[config.mk]
export PLATFORM = sky130hd
export DESIGN_NAME = mult_div_unit
export DESIGN_NICKNAME = d
export VERILOG_FILES = /design/src/rtl/mult_div_unit_pkg.sv /design/src/rtl/mult_div_unit_datapath.sv /design/src/rtl/mult_div_unit.sv
export SDC_FILE = /design/constraint.sdc
export NUM_CORES = 1
export LEC_CHECK = 0
export CAP_MARGIN = 10
export CELL_PAD_IN_SITES_DETAIL_PLACEMENT = 1
export CELL_PAD_IN_SITES_GLOBAL_PLACEMENT = 1
export CORE_MARGIN = 2
export CORE_UTILIZATION = 44
export CTS_CLUSTER_DIAMETER = 120
export DETAILED_ROUTE_END_ITERATION = 12
export GPL_ROUTABILITY_DRIVEN = 0
export HOLD_SLACK_MARGIN = 0.15
export PLACE_DENSITY = 0.94
export SLEW_MARGIN = 20
export SYNTH_ARGS = -nofsm -noshare
export SYNTH_HDL_FRONTEND = slang
export SYNTH_SLANG_ARGS = --single-unit
[constraint.sdc]
create_clock -name clk -period 4.05 [get_ports clk]
set_input_delay 0.81 -clock clk [delete_from_list [all_inputs] [get_ports clk]]
set_output_delay 0.81 -clock clk [all_outputs]
set_load 0.01 [all_outputs]
[src/rtl/mult_div_unit_pkg.sv]
// Shared constants for the multiply/divide unit: op encodings, FSM states,
// iteration count and small op-decoding helpers.
package mult_div_unit_pkg;

  localparam int ITERATIONS = 32;
  localparam int CNT_W      = 6;

  typedef enum logic [1:0] {
    MD_MULT  = 2'b00,
    MD_MULTU = 2'b01,
    MD_DIV   = 2'b10,
    MD_DIVU  = 2'b11
  } md_op_e;

  typedef enum logic [1:0] {
    ST_IDLE = 2'b00,
    ST_CALC = 2'b01,
    ST_FIX  = 2'b10,
    ST_DONE = 2'b11
  } md_state_e;

  function automatic logic op_is_div(input md_op_e op);
    return op[1];
  endfunction

  function automatic logic op_is_signed(input md_op_e op);
    return ~op[0];
  endfunction

endpackage

[src/rtl/mult_div_unit_datapath.sv]
// Iterative datapath: radix-2 shift-add multiply, restoring divide and the
// final sign fix. Sequencing (load/step/fix) comes from mult_div_unit.
module md_datapath
  import mult_div_unit_pkg::*;
#(
  parameter int W = 32
) (
  input  logic         clk,
  input  logic         reset,
  input  logic         i_load,
  input  md_op_e       i_op,
  input  logic [W-1:0] i_a,
  input  logic [W-1:0] i_b,
  input  logic         i_step,
  input  logic         i_fix,
  output logic [W-1:0] o_hi,
  output logic [W-1:0] o_lo,
  output logic         o_dbz
);

  logic           r_div;
  logic           r_neg_q;
  logic           r_neg_r;
  logic           r_dbz;
  logic [W-1:0]   r_mcand;
  logic [2*W-1:0] r_acc;
  logic [W-1:0]   r_rem;
  logic [W-1:0]   r_hi;
  logic [W-1:0]   r_lo;

  logic           w_sgn;
  logic [W-1:0]   w_mag_a;
  logic [W-1:0]   w_mag_b;
  logic [W:0]     w_sum;
  logic [W:0]     w_shift;
  logic [W:0]     w_trial;
  logic [2*W-1:0] w_prod_fix;
  logic [W-1:0]   w_quo;
  logic [W-1:0]   w_quo_fix;
  logic [W-1:0]   w_rem_fix;

  always_comb begin
    w_sgn   = op_is_signed(i_op);
    w_mag_a = (w_sgn && i_a[W-1]) ? -i_a : i_a;
    w_mag_b = (w_sgn && i_b[W-1]) ? -i_b : i_b;
  end

  // Multiply: add multiplicand into the upper half when the LSB of the
  // multiplier (low half of r_acc) is set, then shift the whole thing right.
  always_comb begin
    w_sum = {1'b0, r_acc[2*W-1:W]} + (r_acc[0] ? {1'b0, r_mcand} : '0);
  end

  // Divide: shift the next dividend bit into the 33-bit partial remainder and
  // keep the difference only when it does not go negative.
  always_comb begin
    w_shift = {r_rem, r_acc[W-1]};
    w_trial = w_shift - {1'b0, r_mcand};
  end

  always_comb begin
    w_prod_fix = r_neg_q ? -r_acc : r_acc;
    w_quo      = r_acc[W-1:0];
    w_quo_fix  = r_dbz ? '1 : (r_neg_q ? -w_quo : w_quo);
    w_rem_fix  = r_neg_r ? -r_rem : r_rem;
  end

  always_ff @(posedge clk) begin
    if (reset) begin
      r_div   <= 1'b0;
      r_neg_q <= 1'b0;
      r_neg_r <= 1'b0;
      r_dbz   <= 1'b0;
      r_mcand <= '0;
      r_acc   <= '0;
      r_rem   <= '0;
      r_hi    <= '0;
      r_lo    <= '0;
    end else if (i_load) begin
      r_div   <= op_is_div(i_op);
      r_neg_q <= w_sgn & (i_a[W-1] ^ i_b[W-1]);
      r_neg_r <= w_sgn & i_a[W-1];
      r_dbz   <= op_is_div(i_op) & (i_b == '0);
      r_mcand <= w_mag_b;
      r_acc   <= {{W{1'b0}}, w_mag_a};
      r_rem   <= '0;
    end else if (i_step) begin
      if (r_div) begin
        if (w_trial[W]) begin
          r_rem <= w_shift[W-1:0];
          r_acc <= {r_acc[2*W-1:W], r_acc[W-2:0], 1'b0};
        end else begin
          r_rem <= w_trial[W-1:0];
          r_acc <= {r_acc[2*W-1:W], r_acc[W-2:0], 1'b1};
        end
      end else begin
        r_acc <= {w_sum, r_acc[W-1:1]};
      end
    end else if (i_fix) begin
      if (r_div) begin
        // A zero divisor leaves |a| as remainder; the sign fix restores a.
        r_hi <= w_rem_fix;
        r_lo <= w_quo_fix;
      end else begin
        r_hi <= w_prod_fix[2*W-1:W];
        r_lo <= w_prod_fix[W-1:0];
      end
    end
  end

  assign o_hi  = r_hi;
  assign o_lo  = r_lo;
  assign o_dbz = r_dbz;

endmodule

[src/rtl/mult_div_unit.sv]
// MIPS-style HI/LO multiply/divide unit: FSM, iteration counter and the
// architectural HI/LO registers around the iterative md_datapath.
module mult_div_unit
  import mult_div_unit_pkg::*;
#(
  parameter int DATA_WIDTH = 32
) (
  input  logic                  clk,
  input  logic                  reset,
  input  logic                  start,
  input  logic [1:0]            op,
  input  logic [DATA_WIDTH-1:0] data_a,
  input  logic [DATA_WIDTH-1:0] data_b,
  input  logic                  hi_we,
  input  logic                  lo_we,
  input  logic [DATA_WIDTH-1:0] wdata,
  output logic                  busy,
  output logic                  done,
  output logic                  div_by_zero,
  output logic [DATA_WIDTH-1:0] hi,
  output logic [DATA_WIDTH-1:0] lo
);

  md_state_e             r_state;
  md_state_e             w_state_nxt;
  logic [CNT_W-1:0]      r_cnt;
  logic [DATA_WIDTH-1:0] r_hi;
  logic [DATA_WIDTH-1:0] r_lo;
  logic                  r_done;
  logic                  r_dbz;

  logic                  w_accept;
  logic                  w_step;
  logic                  w_fix;
  logic                  w_idle;
  logic [DATA_WIDTH-1:0] w_dp_hi;
  logic [DATA_WIDTH-1:0] w_dp_lo;
  logic                  w_dp_dbz;

  always_ff @(posedge clk) begin
    if (reset) r_state <= ST_IDLE;
    else       r_state <= w_state_nxt;
  end

  always_comb begin
    w_state_nxt = r_state;
    w_accept    = 1'b0;
    w_step      = 1'b0;
    w_fix       = 1'b0;
    unique case (r_state)
      ST_IDLE: begin
        if (start) begin
          w_accept    = 1'b1;
          w_state_nxt = ST_CALC;
        end
      end
      ST_CALC: begin
        w_step = 1'b1;
        if (r_cnt == CNT_W'(ITERATIONS - 1)) w_state_nxt = ST_FIX;
      end
      ST_FIX: begin
        w_fix       = 1'b1;
        w_state_nxt = ST_DONE;
      end
      ST_DONE: w_state_nxt = ST_IDLE;
      default: w_state_nxt = ST_IDLE;
    endcase
  end

  assign w_idle = (r_state == ST_IDLE);

  always_ff @(posedge clk) begin
    if (reset)         r_cnt <= '0;
    else if (w_accept) r_cnt <= '0;
    else if (w_step)   r_cnt <= r_cnt + 1'b1;
  end

  // MTHI/MTLO only land in IDLE; a start in the same cycle is still accepted
  // and its result overwrites the write in DONE.
  always_ff @(posedge clk) begin
    if (reset) begin
      r_hi   <= '0;
      r_lo   <= '0;
      r_done <= 1'b0;
      r_dbz  <= 1'b0;
    end else begin
      r_done <= (r_state == ST_DONE);
      r_dbz  <= (r_state == ST_DONE) & w_dp_dbz;
      if (r_state == ST_DONE) begin
        r_hi <= w_dp_hi;
        r_lo <= w_dp_lo;
      end else if (w_idle) begin
        if (hi_we) r_hi <= wdata;
        if (lo_we) r_lo <= wdata;
      end
    end
  end

  md_datapath #(
    .W (DATA_WIDTH)
  ) u_dp (
    .clk    (clk),
    .reset  (reset),
    .i_load (w_accept),
    .i_op   (md_op_e'(op)),
    .i_a    (data_a),
    .i_b    (data_b),
    .i_step (w_step),
    .i_fix  (w_fix),
    .o_hi   (w_dp_hi),
    .o_lo   (w_dp_lo),
    .o_dbz  (w_dp_dbz)
  );

  assign busy        = ~w_idle;
  assign done        = r_done;
  assign div_by_zero = r_dbz;
  assign hi          = r_hi;
  assign lo          = r_lo;

endmodule

Figure 1. Zoomed window (run 1).
Region (88, 129) to (118, 159) um. Cells in grey, sequential cells in the stronger grey; small squares are vias.
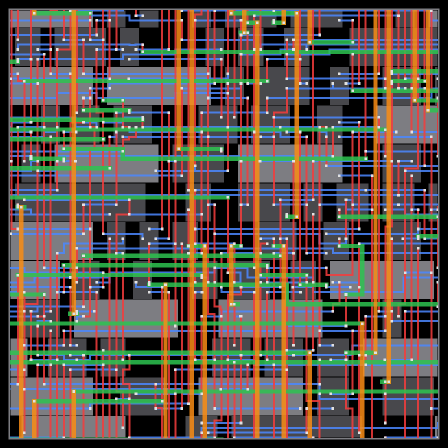
red -> M2
blue -> M1
orange -> M4
green -> M3
sequential cells in the window = 13
netlist names of flops here include = `lo` (7), `u_dp.o_lo` (5)
most frequent = dfxtp_1 (13), a21oi_1 (10), a211oi_1 (10)
cells with their middle in the window = 62

Figure 2. Selected gate families (run 1).
(2 px per um)
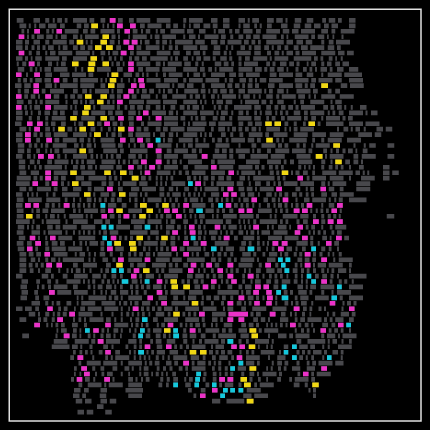
cyan -> non-inverting ao/oa cells  # cells 53, most used a21o_1
yellow -> mux cells  # cells 72, most used mux2i_1
magenta -> xor and xnor cells  # cells 191, most used xor2_1, where all over the die
logic share of the area: 0.5534
Non-Filler Instances: 2,925
dominant logic cell type in the layout: nor2_1

==> results.json, run 1 <==
{
  "dominantRegCellSynth": "dfxtp_1",
  "area_delta_synth_final_pct": 17.74,
  "dp_cells": 2866,
  "path_class": "flip-flop to flip-flop",
  "pg_comb_mw": 6.74,
  "arrival_ns": 4.28,
  "cp.required_ns": 4.49,
  "fmax_ghz": 0.2609,
  "wl_per_cell_um": 25.26,
  "async_flop_share": 0,
  "seq_power_share": 0.301,
  "grt_max_degree": 137,
  "critPathTopFamily": "AND-OR/OR-AND gates",
  "p_leak_nw": 7.727,
  "dieArea_sq_um": 42070,
  "synth_area_leader_cell": "dfxtp_1",
  "overflow": 0,
  "end_kind": "flip-flop",
  "fin_util": 0.5261,
  "top_cell": "nor2_1",
  "r2r_end": "u_dp.r_rem[12]",
  "fin_crit_ns": 3.833,
  "coreArea_sq_um": 39820,
  "ys_chip_area_sq_um": 17800,
  "dp_hpwl_mm": 49.73,
  "ys_sh_aoi": 0.2619,
  "cts_buffer_depth": 3,
  "antenna_left": 0,
  "top_cells_by_area": "dfxtp_1 30%, a211oi_1 7.7%, nor2_1 6.2%, a21oi_1 5.8%, ha_1 5.2%",
  "pg_seq_mw": 4.18,
  "crit_path_top_delay_cell": "fa_1",
  "power_mw": 13.89,
  "ys_cells": 2288,
  "p_int_mw": 7.603,
  "fin_setup_tns_ns": 0,
  "path_cells": "inv_1 > ha_1 > inv_1 > fa_1 > a211oi_1 > o21a_1 > a21oi_1 > a31oi_1 > o31ai_2 > a211oi_2 > xnor2_4 > buf_12 > mux2i_1 > a21oi_1",
  "hp-start": "u_dp.r_mcand[25]",
  "setup_viol": 0,
  "hold_buffers": 0,
  "rsz0062_at_grt": "false",
  "fin_area_sq_um": 20950,
  "whs_ns": 0.4674,
  "cts_tree": "done",
  "dieHeight_um": 205.1,
  "synth_cells": 2288,
  "cts_resized": 0,
  "combinationalPowerShare": 0.485,
  "reg2reg_depth": 14,
  "drc": 0,
  "drive_above_1_share": 0.05131,
  "setup_slack_ns": 0.2170,
  "vias": 19180,
  "endpoint": "u_dp.r_rem[12]",
  "edf_count": 0,
  "fin_worst_skew_ns": 0.02330,
  "crit_start": "u_dp.r_acc[31]",
  "reg2reg_slack_ns": 0.22,
  "power_leader": "combinational cells",
  "power_switching_mw": 6.291,
  "placed_area_sq_um": 19910,
  "synth.cell_area_sq_um": 17800,
  "startpoint_type": "flip-flop",
  "first_pass_iters": 5,
  "power_density_nw_per_um2": 663.1,
  "syn_avg_cell_area_sq_um": 7.778,
  "final_cell_mix": "290 x nor2_1, 268 x dfxtp_1, 205 x a21oi_1",
  "timing.rr.start": "u_dp.r_acc[31]",
  "warning_count": 33,
  "cts_sinks": 270,
  "io_pins": 170,
  "clock-root-buffer": "clkbuf_16",
  "synth.area.mux_share": 0.04050,
  "slew_viol_final": 0,
  "outcome": "completed",
  "regMostFlops": "u_dp.r_acc",
  "totalWireLength_mm": 73.88,
  "hold_depth": 2,
  "preCtsSetupSlack_ns": 0.1191,
  "yosys_warnings": 0,
  "crit_fanout": 30,
  "ys_sh_adder": 0.05428,
  "simple_gate_share": 0.1978
}
Figure 3. Track usage over the die (run 1).
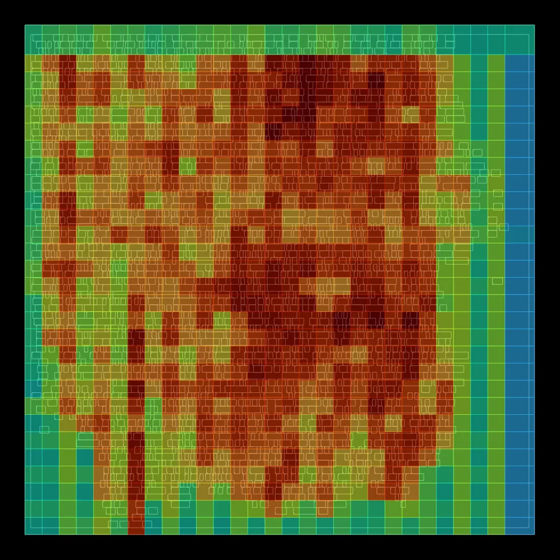
Total GRT Usage: 0.3413
met2 Track Usage GR: 0.5652

run 1: metal layers:
| layer | up-vias | share of wire | GRT usage |
|---|---|---|---|
| li1 | 8447 | - | - |
| met1 | 9374 | 0.39 | 0.4066 |
| met2 | 1010 | 0.47 | 0.5652 |
| met3 | 345 | 0.081 | 0.07270 |
| met4 | 2 | 0.066 | 0.2017 |
| met5 | - | 0.00018 | 0 |
run 1: area by class of cell:
type,count,area (sq um)
antenna,3,7.507
clock buffer,44,884.6
clock inverter,12,150.1
fill,4815,18870
inverter,64,240.2
multi-input combinational,1801,11590
sequential,270,5410
tap,525,656.9
timing repair buffer,206,2008
run 1: cells by family after synthesis:
kind of cell	count (synthesis)
xor+xnor	191
compound gates	724
fa+ha+maj	76
buf+inv	217
mux	72
flops	270
simple gates	738
==> run 1 -> run 2 <==
--- a/config.mk
+++ b/config.mk
@@ -15,7 +15,6 @@
 export GPL_ROUTABILITY_DRIVEN = 0
 export HOLD_SLACK_MARGIN = 0.15
 export PLACE_DENSITY = 0.94
-export SLEW_MARGIN = 20
 export SYNTH_ARGS = -nofsm -noshare
 export SYNTH_HDL_FRONTEND = slang
 export SYNTH_SLANG_ARGS = --single-unit
Figure 4. Signal wires by layer (run 2).
(2 px per um) Only two layers are drawn.
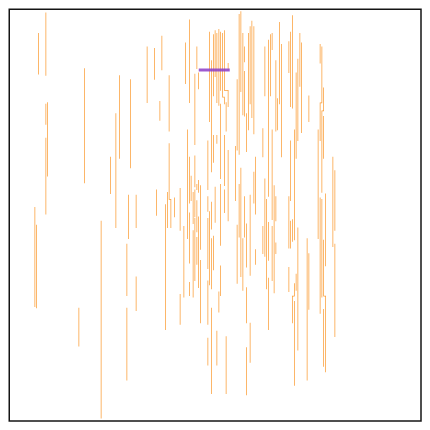
orange -> M4  # wire length 4,870 um
purple -> M5  # wire length 13.8 um
Via Count: 19,180
Wirelength per Cell: 25.26 um

Figure 5. Track usage over the die (run 2).
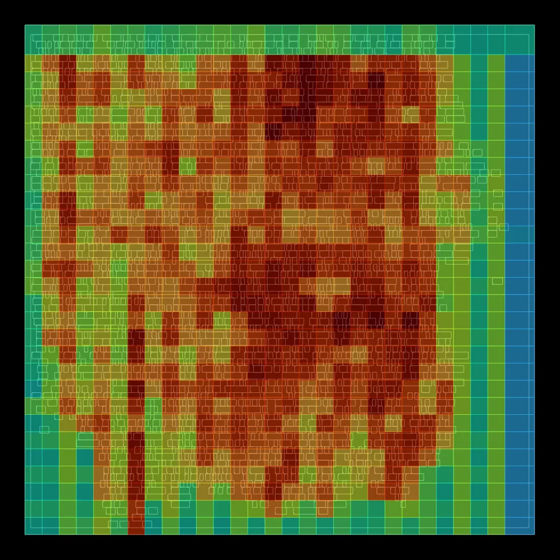
busiest grt layer: met2
Core Util, Final: 0.5261
GR Util met1: 0.4066

==> run 2 against run 1 <==
Effect of this change:
- worst setup slack stayed put
- sequential cell count stayed put
- sequential share of layout area stayed put
- global-route usage stayed put
- combinational power hardly changed
- critical path type unchanged
- largest cell class unchanged
- largest power group unchanged
==> results.json, run 2 <==
{
  "io_pins": 170,
  "n_fill_cell": 4815,
  "outcome": "completed",
  "ys_sh_adder": 0.05428,
  "layout.area.comb_sq_um": 11590,
  "layout.nonclk_buf_frac": 0.09584,
  "clk_share": 0.04938,
  "top_cell": "nor2_1",
  "comb_share": 0.5534,
  "dieHeight_um": 205.1,
  "end_kind": "flip-flop",
  "fin_area_sq_um": 20950,
  "endpoint": "u_dp.r_rem[12]",
  "path_class": "flip-flop to flip-flop",
  "async_flop_share": 0,
  "flops": 270,
  "power_density_nw_per_um2": 663.1,
  "regMostFlops": "u_dp.r_acc",
  "num-nonclk-buffers": 206,
  "first_pass_iters": 5,
  "seq_power_share": 0.301,
  "cts_tree": "done",
  "final-seq-area_sq_um": 5410,
  "combinationalPowerShare": 0.485,
  "power_mw": 13.89,
  "cts_sinks": 270,
  "track_usage": 0.3413,
  "power_switching_mw": 6.291,
  "fmax_ghz": 0.2609,
  "pg_seq_mw": 4.18,
  "dominantRegCellSynth": "dfxtp_1",
  "fin_worst_skew_ns": 0.02330,
  "placed_area_sq_um": 19910,
  "seq_share": 0.2582,
  "dieArea_sq_um": 42070,
  "synth_area_leader_cell": "dfxtp_1",
  "slew_headroom": 0.3340,
  "ys_sh_aoi": 0.2619,
  "syn_avg_cell_area_sq_um": 7.778,
  "drive_above_1_share": 0.05131,
  "warning_count": 33,
  "preCtsSetupSlack_ns": 0.1191,
  "setup_slack_ns": 0.2170,
  "area_delta_synth_final_pct": 17.74,
  "pg_comb_mw": 6.74,
  "p_leak_nw": 7.727,
  "yosys_warnings": 0,
  "arrival_ns": 4.28,
  "synth_cells": 2288,
  "ys_cells": 2288,
  "r2r_end": "u_dp.r_rem[12]",
  "synth.cell_area_sq_um": 17800,
  "cp.required_ns": 4.49,
  "timing.rr.start": "u_dp.r_acc[31]",
  "antenna_left": 0,
  "rsz0062_at_grt": "false",
  "drc": 0,
  "hold_buffers": 0,
  "cts_buffer_depth": 3,
  "fin_setup_tns_ns": 0,
  "reg2reg_slack_ns": 0.22,
  "final_cells": 2925,
  "coreArea_sq_um": 39820,
  "hp-start": "u_dp.r_mcand[25]",
  "setup_viol": 0,
  "p_int_mw": 7.603,
  "dp_cells": 2866,
  "top_cells_by_area": "dfxtp_1 30%, a211oi_1 7.7%, nor2_1 6.2%, a21oi_1 5.8%, ha_1 5.2%",
  "grt_max_degree": 137
}
Figure 6. Zoomed window (run 2).
Region (88, 129) to (118, 159) um. Cells in grey, sequential cells in the stronger grey; small squares are vias.
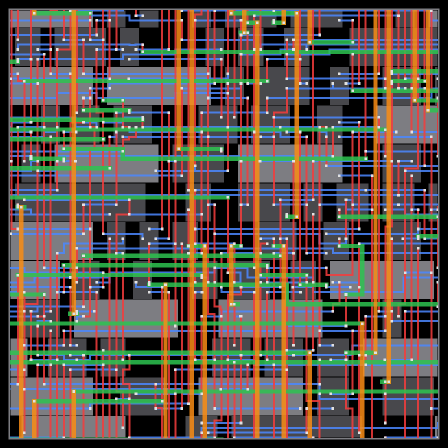
red -> M2
orange -> M4
green -> M3
blue -> M1
netlist names of flops here include = `lo` (7), `u_dp.o_lo` (5)
cells with their middle in the window = 62
sequential cells in the window = 13
most frequent = dfxtp_1 (13), a21oi_1 (10), a211oi_1 (10)

## run 2: cell counts after synthesis
Identical to the previous run, type by type.
## run 2: critical path: stages, from the launching register on
cell and delay [ns]:
dfxtp_1 0.37, inv_1 0.14, ha_1 0.23, inv_1 0.07
fa_1 0.44, a211oi_1 0.24, o21a_1 0.21, a21oi_1 0.14
a31oi_1 0.42, o31ai_2 0.20, a211oi_2 0.37, xnor2_4 0.18
buf_12 0.24, mux2i_1 0.27, a21oi_1 0.13
## run 2: per-layer routing
layer,share of wire,vias up,wire [um],GRT usage
met5,0.00018,-,13,0
met1,0.39,9374,28500,0.4066
met4,0.066,2,4867,0.2017
met3,0.081,345,6016,0.07270
met2,0.47,1010,34480,0.5652
li1,-,8447,-,-
## run 2: timing repair
action,CTS,global route
setup endpoints to repair,0,28
buffers inserted,0,0
gates resized,0,1
No activity file was given, so power comes from the tool's default toggle rates.
